--- src/rtl/apb_reg_slave_pkg.sv ---
// Shared definitions for the APB register completer: state encoding, bus
// geometry, STATUS field layout and the wait-state counter width.
package apb_pkg;

    localparam int APB_DW      = 32;
    localparam int ALIGN_SHIFT = 2;
    localparam int WR_CNT_LSB  = 0;
    localparam int ERR_CNT_LSB = 16;
    localparam int CNT_W       = 4;

    typedef enum logic {
        IDLE   = 1'b0,
        ACCESS = 1'b1
    } apb_state_e;

    function automatic logic [15:0] sat_inc(input logic [15:0] v);
        return (v == 16'hFFFF) ? v : v + 16'd1;
    endfunction

endpackage

--- src/rtl/apb_reg_slave_if.sv ---
// APB3 signal bundle between the AHB-to-APB bridge (master) and the
// register completer (slave).
interface apb_reg_slave_if;
    import apb_pkg::*;

    logic              PSEL;
    logic              PENABLE;
    logic              PWRITE;
    logic [APB_DW-1:0] PADDR;
    logic [APB_DW-1:0] PWDATA;
    logic [APB_DW-1:0] PRDATA;
    logic              PREADY;
    logic              PSLVERR;

    modport master (
        output PSEL, PENABLE, PWRITE, PADDR, PWDATA,
        input  PRDATA, PREADY, PSLVERR
    );

    modport slave (
        input  PSEL, PENABLE, PWRITE, PADDR, PWDATA,
        output PRDATA, PREADY, PSLVERR
    );

endinterface

--- src/rtl/apb_wait_ctr.sv ---
// Wait-state counter: loaded at setup, counts down through the access phase
// and flags the edge at which PREADY must rise.
module apb_wait_ctr
    import apb_pkg::*;
#(
    parameter int WAIT_CYCLES = 1
) (
    input  logic clk,
    input  logic rst_n,
    input  logic load,
    input  logic run,
    input  logic clr,
    output logic ready_set
);

    localparam logic [CNT_W-1:0] WAIT_LD = CNT_W'(WAIT_CYCLES);

    logic [CNT_W-1:0] cnt_q, cnt_d;

    always_comb begin
        cnt_d     = cnt_q;
        ready_set = 1'b0;
        if (clr) begin
            cnt_d = '0;
        end else if (load) begin
            cnt_d     = WAIT_LD;
            // Zero wait states: ready goes up together with the setup edge.
            ready_set = (WAIT_LD == '0);
        end else if (run && (cnt_q != '0)) begin
            cnt_d     = cnt_q - 1'b1;
            ready_set = (cnt_q == CNT_W'(1));
        end
    end

    always_ff @(posedge clk or negedge rst_n) begin
        if (!rst_n) begin
            cnt_q <= '0;
        end else begin
            cnt_q <= cnt_d;
        end
    end

endmodule

--- src/rtl/apb_reg_slave.sv ---
// APB3 register completer: RW register bank plus a read-only STATUS word of
// saturating write/error counts, with fixed wait states and PSLVERR checking.
module apb_reg_slave
    import apb_pkg::*;
#(
    parameter int          NUM_REGS    = 8,
    parameter int          WAIT_CYCLES = 1,
    parameter logic [31:0] RESET_VAL   = 32'h0
) (
    input  logic                             HCLK,
    input  logic                             HRESETn,
    apb_reg_slave_if.slave                   apb,
    output logic [APB_DW*(NUM_REGS-1)-1:0]   reg_out
);

    localparam int         NUM_RW     = NUM_REGS - 1;
    localparam int         IDX_W      = (NUM_REGS > 2) ? $clog2(NUM_REGS) : 1;
    localparam logic [29:0] STATUS_IDX = 30'(NUM_REGS - 1);

    apb_state_e        state_q, state_d;
    logic [IDX_W-1:0]  idx_q, idx_d;
    logic              wr_q, wr_d;
    logic              err_q, err_d;
    logic [APB_DW-1:0] wdata_q, wdata_d;
    logic              pready_q, pready_d;
    logic              pslverr_q, pslverr_d;
    logic [APB_DW-1:0] prdata_q, prdata_d;
    logic [15:0]       wr_cnt_q, wr_cnt_d;
    logic [15:0]       err_cnt_q, err_cnt_d;
    logic [APB_DW-1:0] regs_q [NUM_RW];
    logic [APB_DW-1:0] regs_d [NUM_RW];

    logic [29:0]       in_idx;
    logic              in_err;
    logic              setup, complete, abort, reg_we;
    logic              ctr_run, ctr_clr, ctr_ready;
    logic [IDX_W-1:0]  sel_idx;
    logic              sel_wr, sel_err;
    logic [APB_DW-1:0] status_val, rd_val;

    assign in_idx = apb.PADDR[APB_DW-1:ALIGN_SHIFT];
    assign in_err = (in_idx >= 30'(NUM_REGS)) || (apb.PADDR[1:0] != 2'b00) ||
                    (apb.PWRITE && (in_idx == STATUS_IDX));

    assign setup    = (state_q == IDLE) && apb.PSEL && !apb.PENABLE;
    assign complete = (state_q == ACCESS) && apb.PSEL && apb.PENABLE && pready_q;
    assign abort    = (state_q == ACCESS) && !apb.PSEL;
    assign reg_we   = complete && wr_q && !err_q;
    assign ctr_run  = (state_q == ACCESS) && apb.PSEL && !pready_q;
    assign ctr_clr  = complete || abort;

    // With zero wait states the response is built from the live setup inputs;
    // otherwise from the values latched at setup.
    assign sel_idx = (state_q == IDLE) ? in_idx[IDX_W-1:0] : idx_q;
    assign sel_wr  = (state_q == IDLE) ? apb.PWRITE : wr_q;
    assign sel_err = (state_q == IDLE) ? in_err : err_q;

    always_comb begin
        status_val = '0;
        status_val[WR_CNT_LSB  +: 16] = wr_cnt_q;
        status_val[ERR_CNT_LSB +: 16] = err_cnt_q;
        rd_val = status_val;
        for (int i = 0; i < NUM_RW; i++) begin
            if (sel_idx == IDX_W'(i)) rd_val = regs_q[i];
        end
    end

    apb_wait_ctr #(.WAIT_CYCLES(WAIT_CYCLES)) u_wait_ctr (
        .clk       (HCLK),
        .rst_n     (HRESETn),
        .load      (setup),
        .run       (ctr_run),
        .clr       (ctr_clr),
        .ready_set (ctr_ready)
    );

    always_comb begin
        state_d   = state_q;
        idx_d     = idx_q;
        wr_d      = wr_q;
        err_d     = err_q;
        wdata_d   = wdata_q;
        pready_d  = pready_q;
        pslverr_d = pslverr_q;
        prdata_d  = prdata_q;
        wr_cnt_d  = wr_cnt_q;
        err_cnt_d = err_cnt_q;
        case (state_q)
            IDLE: begin
                if (setup) begin
                    state_d = ACCESS;
                    idx_d   = in_idx[IDX_W-1:0];
                    wr_d    = apb.PWRITE;
                    err_d   = in_err;
                    wdata_d = apb.PWDATA;
                end
            end
            ACCESS: begin
                if (abort || complete) begin
                    state_d   = IDLE;
                    pready_d  = 1'b0;
                    pslverr_d = 1'b0;
                    prdata_d  = '0;
                end
                if (complete) begin
                    if (err_q)     err_cnt_d = sat_inc(err_cnt_q);
                    else if (wr_q) wr_cnt_d  = sat_inc(wr_cnt_q);
                end
            end
            default: state_d = IDLE;
        endcase
        if (ctr_ready) begin
            pready_d  = 1'b1;
            pslverr_d = sel_err;
            prdata_d  = (sel_err || sel_wr) ? '0 : rd_val;
        end
    end

    always_comb begin
        for (int i = 0; i < NUM_RW; i++) begin
            regs_d[i] = regs_q[i];
            if (reg_we && (idx_q == IDX_W'(i))) regs_d[i] = wdata_q;
        end
    end

    always_ff @(posedge HCLK or negedge HRESETn) begin
        if (!HRESETn) begin
            state_q   <= IDLE;
            idx_q     <= '0;
            wr_q      <= 1'b0;
            err_q     <= 1'b0;
            wdata_q   <= '0;
            pready_q  <= 1'b0;
            pslverr_q <= 1'b0;
            prdata_q  <= '0;
            wr_cnt_q  <= '0;
            err_cnt_q <= '0;
            for (int i = 0; i < NUM_RW; i++) regs_q[i] <= RESET_VAL;
        end else begin
            state_q   <= state_d;
            idx_q     <= idx_d;
            wr_q      <= wr_d;
            err_q     <= err_d;
            wdata_q   <= wdata_d;
            pready_q  <= pready_d;
            pslverr_q <= pslverr_d;
            prdata_q  <= prdata_d;
            wr_cnt_q  <= wr_cnt_d;
            err_cnt_q <= err_cnt_d;
            for (int i = 0; i < NUM_RW; i++) regs_q[i] <= regs_d[i];
        end
    end

    assign apb.PRDATA  = prdata_q;
    assign apb.PREADY  = pready_q;
    assign apb.PSLVERR = pslverr_q;

    for (genvar gi = 0; gi < NUM_RW; gi++) begin : g_reg_out
        assign reg_out[gi*APB_DW +: APB_DW] = regs_q[gi];
    end

endmodule

--- src/flat_wrapper.sv ---
// flat-port wrapper written by rule: the top's interface ports become plain ports
module apb_reg_slave_flat import apb_pkg::*;
#(
    parameter int          NUM_REGS    = 8,
    parameter int          WAIT_CYCLES = 1,
    parameter logic [31:0] RESET_VAL   = 32'h0
)
  (HCLK, HRESETn, reg_out, apb_PSEL, apb_PENABLE, apb_PWRITE, apb_PADDR, apb_PWDATA, apb_PRDATA, apb_PREADY, apb_PSLVERR);
  apb_reg_slave_if apb_i ();
  input  logic HCLK;
  input  logic HRESETn;
  output logic [APB_DW*(NUM_REGS-1)-1:0] reg_out;
  input wire logic [$bits(apb_i.PSEL)-1:0] apb_PSEL;
  input wire logic [$bits(apb_i.PENABLE)-1:0] apb_PENABLE;
  input wire logic [$bits(apb_i.PWRITE)-1:0] apb_PWRITE;
  input wire logic [$bits(apb_i.PADDR)-1:0] apb_PADDR;
  input wire logic [$bits(apb_i.PWDATA)-1:0] apb_PWDATA;
  output wire logic [$bits(apb_i.PRDATA)-1:0] apb_PRDATA;
  output wire logic [$bits(apb_i.PREADY)-1:0] apb_PREADY;
  output wire logic [$bits(apb_i.PSLVERR)-1:0] apb_PSLVERR;
  assign apb_i.PSEL = apb_PSEL;
  assign apb_i.PENABLE = apb_PENABLE;
  assign apb_i.PWRITE = apb_PWRITE;
  assign apb_i.PADDR = apb_PADDR;
  assign apb_i.PWDATA = apb_PWDATA;
  assign apb_PRDATA = apb_i.PRDATA;
  assign apb_PREADY = apb_i.PREADY;
  assign apb_PSLVERR = apb_i.PSLVERR;
  apb_reg_slave #(.NUM_REGS(NUM_REGS), .WAIT_CYCLES(WAIT_CYCLES), .RESET_VAL(RESET_VAL)) u_core (.HCLK(HCLK), .HRESETn(HRESETn), .apb(apb_i), .reg_out(reg_out));
endmodule
--- config.mk ---
export PLATFORM = sky130hd
export DESIGN_NAME = apb_reg_slave_flat
export DESIGN_NICKNAME = d
export VERILOG_FILES = /design/src/rtl/apb_reg_slave_pkg.sv /design/src/rtl/apb_reg_slave_if.sv /design/src/rtl/apb_wait_ctr.sv /design/src/rtl/apb_reg_slave.sv /design/src/flat_wrapper.sv
export SDC_FILE = /design/constraint.sdc
export NUM_CORES = 1
export LEC_CHECK = 0
export CAP_MARGIN = 20
export CORE_ASPECT_RATIO = 0.6
export CORE_MARGIN = 2
export CORE_UTILIZATION = 52
export CTS_CLUSTER_SIZE = 20
export DETAILED_ROUTE_END_ITERATION = 6
export PLACE_DENSITY_LB_ADDON = 0.25
export SLEW_MARGIN = 20
export SYNTH_ARGS = -nofsm -noshare
export SYNTH_HDL_FRONTEND = slang
export SYNTH_SLANG_ARGS = --single-unit
--- constraint.sdc ---
create_clock -name HCLK -period 2.7 [get_ports HCLK]
set_clock_uncertainty 0.2 [all_clocks]
set_input_delay 0.54 -clock HCLK [delete_from_list [all_inputs] [get_ports HCLK]]
set_output_delay 0.54 -clock HCLK [all_outputs]
set_load 0.05 [all_outputs]
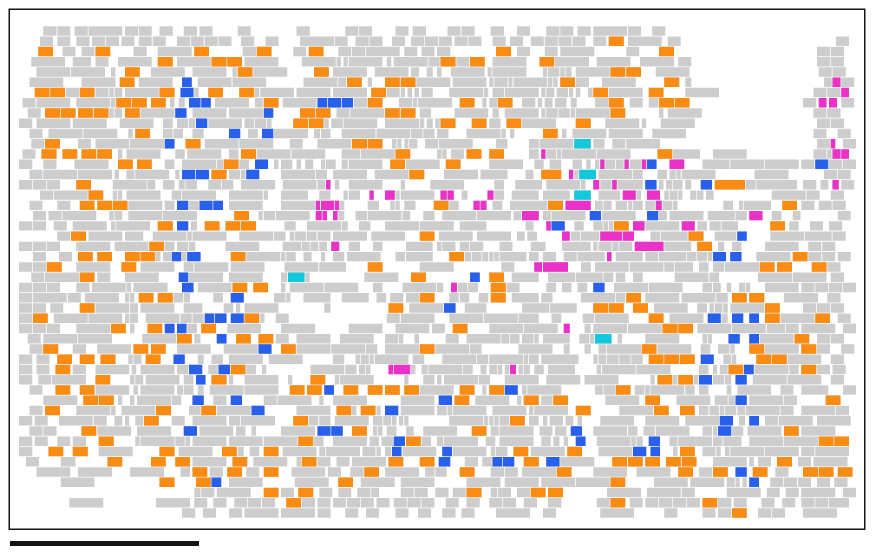
*Gate-type map, run 1*
Bar = 50 um.
- multiplexers: orange (cells 262; most used mux2_2; where spread over the die)
- adder and majority cells: cyan (cells 5; most used ha_1)
- AND-OR and OR-AND gates: blue (cells 88; most used a22o_1; where spread over the die)
- NOR gates: magenta (cells 52; most used nor2_1)
number of non-filler instances in the completed layout: 2,047
combinational share of cell area: 0.317

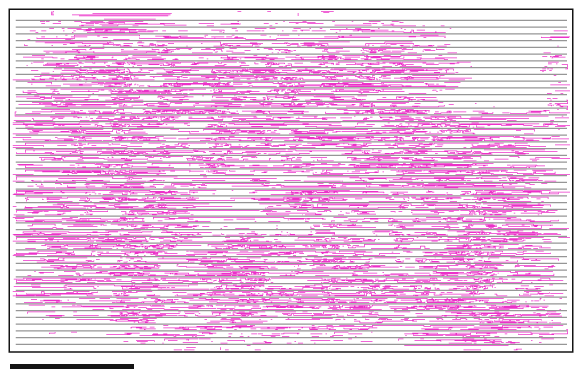
*The metal 1 layer, run 1*
Bar = 50 um. Supply wires on this layer in grey.
- share of all routed wire: 43%
- longest straight run: 47.4 um
- nets with wire on the layer: 1,521
- main direction: horizontal
- wire length on this layer: 22.7 mm

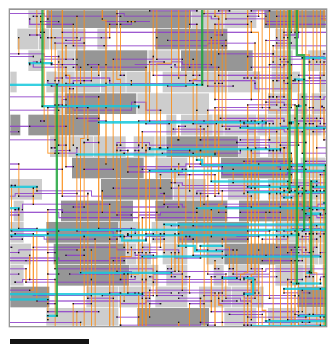
*Layout detail, run 1*
Bar = 10 um. Region (150, 14) to (190, 54) um. Cells in grey, sequential cells in the stronger grey; small squares are vias.
- met3: cyan
- met4: green
- met2: orange
- met1: purple
- sequential cells in the window: 22
- cells with their middle in the window: 101
- netlist names of flops here include: `u_core.reg_out` (16), `u_core.wr_cnt_q` (5)
- most frequent: dfrtp_1 (22), mux2_2 (21), nand2_1 (13)

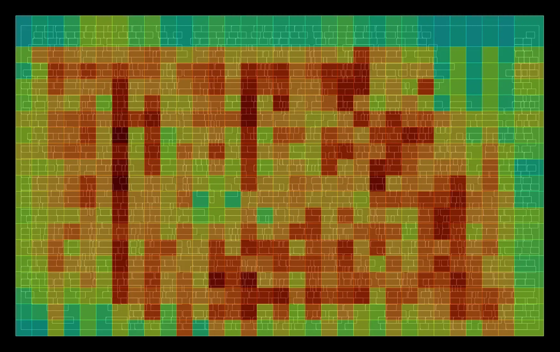
*Congestion heat map, run 1*
post-detailed-route wirelength per cell: 25.8 um
fraction of the core area covered by cells at the end of the flow: 0.724
most heavily used metal layer in global routing: met2
met3 demand-to-capacity share in global routing: 0.0798

==> notes.org, run 1 <==
* Implementation run

** Clock network
- For reference, the clock transition at the flip-flops on the worst setup and hold paths is 0.06 ns.
- Buffers inserted during post-CTS setup optimization :: 0
- The number of clock sinks came to 332.
- CTS reports a maximum clock tree buffer depth of 3.
- The tree is rooted in a sky130_fd_sc_hd__clkbuf_16.
- Clock buffer count from CTS :: 34
- The H-tree was split into 2 levels.
- Clock tree from TritonCTS :: yes
- As reported, the later end of the worst-skew pair has a clock insertion delay of 0.53 ns.

** Worst setup path
- Kind of critical path :: reg2out
- Required time of the critical path :: 1.96 ns
- The OpenROAD report gives the critical path a data arrival time of 1.89 ns.
- Cells along the critical path :: clkdlybuf4s50_1
- Slowest Stage Delay on Critical Path :: 0.87 ns
- Grouping stages by cell kind, the critical path spends the most delay in buffers and inverters.
- Across all register-to-register paths, the minimum setup slack is 0.08 ns.
- Critical path's slowest cell :: sky130_fd_sc_hd__clkdlybuf4s50_1
- The worst setup path is launched from a register.
- The worst register-to-register path ends at u_core.apb.PRDATA[31].
- STA classifies the critical path endpoint as an output port.
- Per the timing report, the biggest fanout along the worst path comes to 8.
- Reg2Reg Depth :: 5
- Startpoint of the worst-slack reg-to-reg timing path :: u_core.idx_q[1]
- Number of buffers and inverters on the critical path :: 1

** Floorplan
- Floorplan Core Area :: 29,000 um2
- I/O pin total :: 327
- Measured along the y axis, the die boundary spans 137 um.
- FP Core Util :: 0.532
- In this run the full chip footprint comes out at 31,100 um2.
- The floorplan step set the die width to 226 um.
- For reference, the placement row count at floorplan is 48.

** Drt
- Routed wire length :: 52.9 mm
- Post-route ant nets :: 0
- Detailed-route iteration 0 reported a violation count of 1,647.
- For this run, design rule violations remaining after detail routing come to 0.
- Dividing the detail-routed via count by the number of cells gives 6.28.
- Pre-Repair DR Iteration Count :: 6
- Per the detail_route report, the via count comes to 12,900.

** Run status
- The run finished with clean final reports.

** Finish
- Layout cell share with drive strength beyond 1 :: 0.250
- Ranking logic cells in the layout by count gives the top entries 332 x sky130_fd_sc_hd__dfrtp_1, 325 x sky130_fd_sc_hd__clkdlybuf4s50_1, 240 x sky130_fd_sc_hd__mux2_2.
- Number of nets in the finished design :: 1,696
- The top cell type in the final layout, fill and taps aside, is sky130_fd_sc_hd__dfrtp_1.
- The repair_antennas step left the layout with diodes totalling 0.
- Relative to the synthesized area, the layout overhead comes to 36.0%.

** Timing
- In the final report, the number of pins over their slew limit comes to 0.
- Slew Limit Headroom :: 0.394
- For the pin with the worst max-slew slack, the measured transition is 0.906 ns.
- Sum of negative setup slack :: 0 ns
- Fraction of the cycle the final worst path needs :: 0.973
- Total of endpoints with negative setup slack in the final report :: 0
- For the finished layout, the period the worst path requires is 2.63 ns.
- Worst setup margin :: 0.0741 ns
- The flow reports an fmax of 0.381 GHz.
- Setup repair after global routing left no endpoint under its margin.
- Counting endpoints that fail hold in the final report gives 0.

** Worst hold path
- The number of cells on the worst hold path is listed as 1.
- The worst hold path begins at u_core.wr_cnt_q[13].
- The tightest min-delay check is of the reg2reg type.
- The endpoint of the worst hold path is reported as u_core.wr_cnt_q[13].

** Synthesis
- The post-synth count of flops with an enable pin is 0.
- Synthesized area :: 15,400 um2
- For this run, the register share of the synthesized area comes to 0.538.
- The synthesized instance count is 1,258.
- Synth Net Count :: 1,332
- Number of distinct standard cells referenced by the synthesized netlist :: 63
- The number of cells reported by Yosys stat comes to 1,258.
- Fraction of synthesis flops using an asynchronous set or reset pin :: 1.00
- Post-synth the commonest register cell is sky130_fd_sc_hd__dfrtp_1.
- Synth Area per Inst :: 12.3 um2
- Post-synthesis sequential element count :: 332
- In the synthesis report, Yosys lists the chip area as 15,400 um2.
- Synth warn :: 0

** Global routing
- Pin count of the biggest net entering global routing :: 73
- Global-route congestion overflow total :: 0
- First-pass GRT wire length :: 79.3 mm
- Across every metal layer, demand over resource in global routing totals 0.341.
- Number of antenna violations at the first check in global routing :: 0
- Via count of the first global-routing pass :: 13,000

** Power
- For this design the ratio of total power to cell area is 575 nW/um2.
- Leakage Power :: 9.40 nW
- After layout, the design draws a total of 12.1 mW.
- Largest vdd supply drop :: 0.433 mV

** Flow run
- Max-cap violations in this run came to 0.
- OpenROAD warning count :: 28

** Placed design
- Placer's final routability congestion estimate :: 0.915
- The count of buffers added on input and output ports is 326.
- Post-placement setup slack :: -0.453 ns
- Placed Cells incl. Taps :: 1,984
- HPWL Detailed :: 35.9 mm
run 1: layer usage:
metal | vias to the layer above | share of wire | track usage
li1 | 5378 | - | -
met1 | 6495 | 0.43 | 0.497
met2 | 846 | 0.43 | 0.499
met3 | 145 | 0.10 | 0.0798
met4 | 0 | 0.035 | 0.123
met5 | - | 0 | 0
run 1: logic make-up after synthesis:
family	synth area share
flops	0.538
simple gates	0.0866
mux	0.191
compound gates	0.123
buf+inv	0.0381
xor+xnor	0.0187
fa+ha+maj	0.00405
run 1: state kept, by name, indices dropped and copies added (netlist names):
register                 cells
u_core.reg_out             224
u_core.apb.PRDATA           32
u_core.wdata_q              32
u_core.err_cnt_q            16
u_core.wr_cnt_q             16
u_core.u_wait_ctr.cnt_q      4
u_core.idx_q                 3
u_core.apb.PREADY            1
u_core.apb.PSLVERR           1
u_core.err_q                 1
u_core.state_q               1
u_core.wr_q                  1
run 1: through the flow:
stage          area, um2  hold WS, ns
2_1_floorplan      15400       0.0444
4_1_cts            21000        0.287
5_1_grt            21000        0.316
3_5_place_dp       19900        0.274
6_report           21000        0.285
3_3_place_gp       19900        0.261
run 1: cells in the mapped netlist, drive strengths merged, types with 4 or more instances:
cell type	instances	area, um2
nand2	143	537
clkbuf	29	109
nor2	17	63.8
o21ai	12	60.1
ha	5	62.6
o22ai	6	37.5
a211oi	5	37.5
mux2	261	2940
a311oi	6	58.8
nor4	9	77.6
nor3	15	96.4
buf	59	363
a2111oi	6	71.3
a22oi	54	405
dfrtp	332	8310
inv	31	116
xnor2	30	263
nand3	13	65.1
and2	4	25.0
a221o	26	260
nand4	16	100
a22o	29	254
nor3b	4	57.6
o21a	26	195
and3	27	169
a21oi	29	149
o221ai	31	272
run 1: layout make-up:
type / instances / area [um2]
clock buffers: 52 / 1010
clock inverters: 9 / 95.1
fillers: 2002 / 8000
inverters: 31 / 116
multi-input cells: 808 / 6650
flip-flops and latches: 332 / 8310
well taps: 400 / 500
repair buffers: 415 / 4330
run 1: worst max-delay path by stage:
stage	start	slack (ns)	depth (start not counted)	end
after floorplan	u_core.apb.PREADY	0.23	6	u_core.reg_out[10]
after global placement	apb_PADDR[2]	-0.32	6	u_core.apb.PRDATA[22]
after detailed placement	apb_PADDR[2]	-0.45	6	u_core.apb.PRDATA[24]
after CTS	u_core.state_q	0.07	6	u_core.apb.PRDATA[24]
after global routing	u_core.apb.PREADY	0.03	1	apb_PREADY
final	u_core.apb.PREADY	0.07	1	apb_PREADY
run 1: power breakdown:
part           switching [mW]  leakage [nW]  total, mW  internal [mW]
Clock                    2.02         0.546       4.72           2.70
Sequential              0.346          4.49       5.50           5.15
Combinational            1.10          4.36       1.87          0.771
run 1: repair_timing:
action                                 4_1_cts  5_1_grt
pin swaps                                    1        0
setup endpoints to repair                    4        6
gates cloned                                 1        0
endpoints found under the hold margin       63        0
gates resized                                2        1
hold buffers                                 1        0
### The metal 3 layer, run 1

Bar = 50 um. Cells faint in the background.
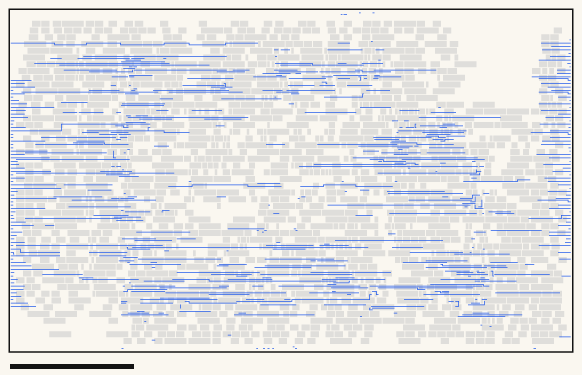

==> inputs of run 2 (changes only) <==
--- a/config.mk
+++ b/config.mk
@@ -8,7 +8,8 @@
 export CAP_MARGIN = 20
 export CORE_ASPECT_RATIO = 0.6
 export CORE_MARGIN = 2
-export CORE_UTILIZATION = 52
+export CORE_UTILIZATION = 53
+export CTS_BUF_LIST = sky130_fd_sc_hd__clkbuf_8
 export CTS_CLUSTER_SIZE = 20
 export DETAILED_ROUTE_END_ITERATION = 6
 export PLACE_DENSITY_LB_ADDON = 0.25
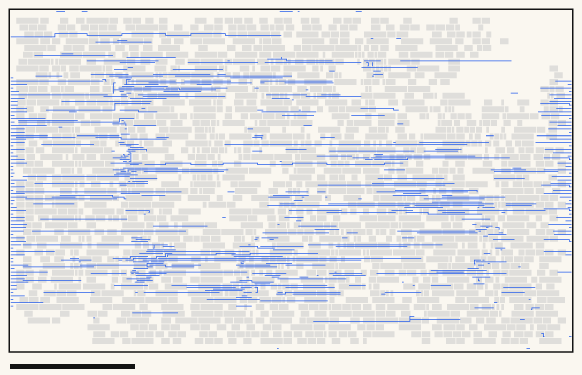
*The metal 3 layer, run 2*
Bar = 50 um. Cells faint in the background.
- longest straight run: 105 um
- nets with wire on the layer: 303
- wire length on this layer: 5,550 um
met3 demand-to-capacity share in global routing: 0.0871
routed wire length: 51.9 mm
via count: 12,800

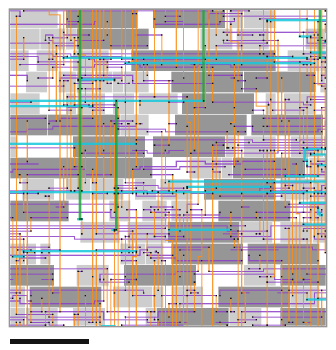
*Layout detail, run 2*
Bar = 10 um. Region (148, 14) to (188, 54) um. Cells in grey, sequential cells in the stronger grey; small squares are vias.

==> run 2 against run 1 <==
Compared with the run above:
- setup slack got worse by 0.060 ns
- sequential power about the same
- register-to-register slack got worse by 0.05 ns
- first-iteration DRC count down 7.8%
- core utilization grew 0.71 points
- critical path type unchanged
- highest routed layer unchanged
==> notes.org, run 2 <==
* Implementation run

** Run status
- The flow ran to the end, and the final reports show no timing, DRC or antenna violations.

** Worst setup path
- The worst register-to-register path depth is 6.
- The capture point of the worst register-to-register path is recorded as u_core.apb.PRDATA[10].
- According to the timing report, the data required time at the worst endpoint equals 1.96 ns.
- Type of element capturing the critical path :: output port
- By startpoint and endpoint, the worst setup path is classified as reg2out.
- Of all nets on the critical path, the largest fanout is 4.
- The worst setup path is launched from a register.
- Minimum setup slack among reg-to-reg paths :: 0.03 ns
- Cells along the critical path :: clkdlybuf4s50_1
- Slowest Stage Delay on Critical Path :: 0.91 ns
- Arrival time worst endpoint :: 1.95 ns
- Number of buffers and inverters on the critical path :: 1

** Finish
- Summed area of non-filler cells in the final layout :: 21,000 um2
- Number of nets in the finished design :: 1,724
- The register with the most flip-flops in the layout has 224 of them.
- Most frequent cells in the layout :: 332 x sky130_fd_sc_hd__dfrtp_1, 323 x sky130_fd_sc_hd__clkdlybuf4s50_1, 240 x sky130_fd_sc_hd__mux2_2
- Highest-count logic cell in the final layout :: sky130_fd_sc_hd__dfrtp_1
- In the final layout, the share of cells above drive strength 1 is 0.267.
- Counting the fill cells in the layout gives 1,976.

** Power
- Largest vdd supply drop :: 0.312 mV
- Pwr/cell area :: 556 nW/um2
- In the power breakdown, the internal column shows 8.24 mW.
- For this design the static power due to leakage is 9.53 nW.
- Gate power share :: 0.159
- Share of total power in sequential cells :: 0.470
- Power dissipated by switching net loads :: 3.44 mW
- Switching power as a fraction of the total was reported as 0.294.

** Synthesis
- Post-synthesis chip area from yosys :: 15,400 um2
- Yosys mapped a number of flops with a built-in enable equal to 0.
- Post-synthesis sequential area ratio :: 0.538
- Number of distinct standard cells referenced by the synthesized netlist :: 63
- Synthesis produced a netlist whose cell count is 1,258.
- Synthesized area :: 15,400 um2
- In the synthesized netlist the async set-or-reset flop fraction comes to 1.00.
- Cell area leaders :: sky130_fd_sc_hd__dfrtp_1 54%, sky130_fd_sc_hd__mux2_2 17%, sky130_fd_sc_hd__nand2_1 3.5%
- Most common cell in the netlist :: sky130_fd_sc_hd__dfrtp_1
- Warnings reported by Yosys during synthesis add up to 0.
- Synth Area per Inst :: 12.3 um2
- Leading cell types by count after synthesis :: 332 x sky130_fd_sc_hd__dfrtp_1, 240 x sky130_fd_sc_hd__mux2_2, 143 x sky130_fd_sc_hd__nand2_1, 54 x sky130_fd_sc_hd__a22oi_1, 38 x sky130_fd_sc_hd__buf_2

** Timing
- The last timing report of the flow puts the setup violation total at 0.
- FMAX :: 0.372 GHz
- Post-layout minimum cycle time :: 2.69 ns
- Setup repair after global routing left no endpoint under its margin.
- For reference, the final report shows the max-slew violation count at 0.
- In the finished design, the share of the clock period the worst path needs comes to 0.995.
- Setup total negative slack on the finished layout was measured at 0 ns.

** Worst hold path
- Worst hold-check path type :: in2async

** Drt
- Post-route ant nets :: 0
- TritonRoute output was used to compute an average wire per cell of 25.2 um.
- Pre-Repair DR Iteration Count :: 6
- Drt via density :: 6.19
- For this block, the initial DRC count from the detailed router was 1,519.

** Placed design
- After detailed placement, the total cell area comes to 19,900 um2.
- HPWL Detailed :: 36.2 mm
- Placer's final routability congestion estimate :: 0.930

** Global routing
- The first global-routing pass estimated 78.1 mm of wire.
- The initial antenna violation count was 1.
- Global-route congestion overflow total :: 0
- The via count of the first global-routing pass is 12,900.
- Across every metal layer, demand over resource in global routing totals 0.340.

** Clock network
- The clock H-tree reported by CTS has 2 levels.
- Clock tree synthesis found a total of 332 sinks.
- TritonCTS built the clock tree.
- For reference, the clock transition at the flip-flops on the worst setup and hold paths is 0.07 ns.
- CTS placed an instance of sky130_fd_sc_hd__clkbuf_8 at the clock tree root.
- CTS reports a maximum clock tree buffer depth of 3.
- Clock buffer count from CTS :: 48

** Flow run
- OpenROAD warning count :: 28
- Max_cap viols :: 0

** Floorplan
- I/O pin total :: 327
- The die is 224 um wide.
- The floorplan step defined a die boundary enclosing 30,600 um2.
- Per the OpenROAD floorplan log, the height of the die is 136 um.
- FP Core Util :: 0.538
- Row generation in the floorplan step produced 48 rows.
==> run 2: layout make-up <==
cell class | count | area (um2) | area share
Antenna cell | 1 | 2.50 | 0.000119
Clock buffer | 64 | 881 | 0.0420
Clock inverter | 23 | 163 | 0.00775
Inverter | 31 | 116 | 0.00554
Multi-Input combinational cell | 808 | 6640 | 0.316
Sequential cell | 332 | 8310 | 0.396
Tap cell | 375 | 469 | 0.0224
Timing Repair Buffer | 429 | 4410 | 0.210
==> run 2: power by group through the flow <==
stage	registers [mW]	clock network, mW	logic (mW)
CTS	5.47	4.38	1.81
global placement	5.54	0	1.75
floorplan	5.51	0	0.928
finish	5.48	4.34	1.85
detailed placement	5.56	0	1.79
global route	5.51	4.61	1.97
==> run 2: routing by layer <==
metal,up-vias,GRT usage,part of all wire
met5,-,0,0
met4,0,0.105,0.023
met3,116,0.0871,0.11
met2,793,0.499,0.44
met1,6443,0.498,0.43
li1,5425,-,-
==> run 2: timing repair <==
item	4_1_cts	5_1_grt
gates resized	0	4
hold buffers	1	0
setup endpoints to repair	0	7
endpoints found under the hold margin	55	0
==> run 2: logic make-up (layout without fill, tap and decap cells) <==
logic type,Yosys count,after routing,synth area share
AOI/OAI and AO/OA,241,242,0.123
xor gates and xnor gates,33,33,0.0187
adders and majority gates,5,5,0.00405
buffers and inverters,119,547,0.0381
DFF,332,332,0.538
muxes,262,262,0.191
other,0,1,0
and+or+nand+nor,266,266,0.0866
==> run 2: per-stage QoR <==
step | cells | setup WS, ns | power [mW] | hold slack (ns)
2_1_floorplan | 1258 | 0.229 | 6.44 | 0.0444
3_3_place_gp | 1973 | -0.244 | 7.29 | 0.264
3_5_place_dp | 1973 | -0.325 | 7.35 | 0.271
4_1_cts | 2061 | 0.0224 | 11.7 | 0.280
5_1_grt | 2063 | 0.0000995 | 12.1 | 0.293
6_report | 2063 | 0.0141 | 11.7 | 0.286
==> run 2: how the worst max path moves through the flow <==
stage | startpoint | end | slack, ns | depth (start not counted)
2_1_floorplan | u_core.apb.PREADY | u_core.reg_out[10] | 0.23 | 6
3_3_place_gp | apb_PADDR[3] | u_core.apb.PRDATA[26] | -0.24 | 7
3_5_place_dp | apb_PADDR[3] | u_core.apb.PRDATA[29] | -0.33 | 7
4_1_cts | u_core.reg_out[159] | reg_out[159] | 0.02 | 1
5_1_grt | u_core.reg_out[159] | reg_out[159] | 0.0001 | 1
6_report | u_core.reg_out[159] | reg_out[159] | 0.01 | 1
Power and IR drop assume default switching activity.
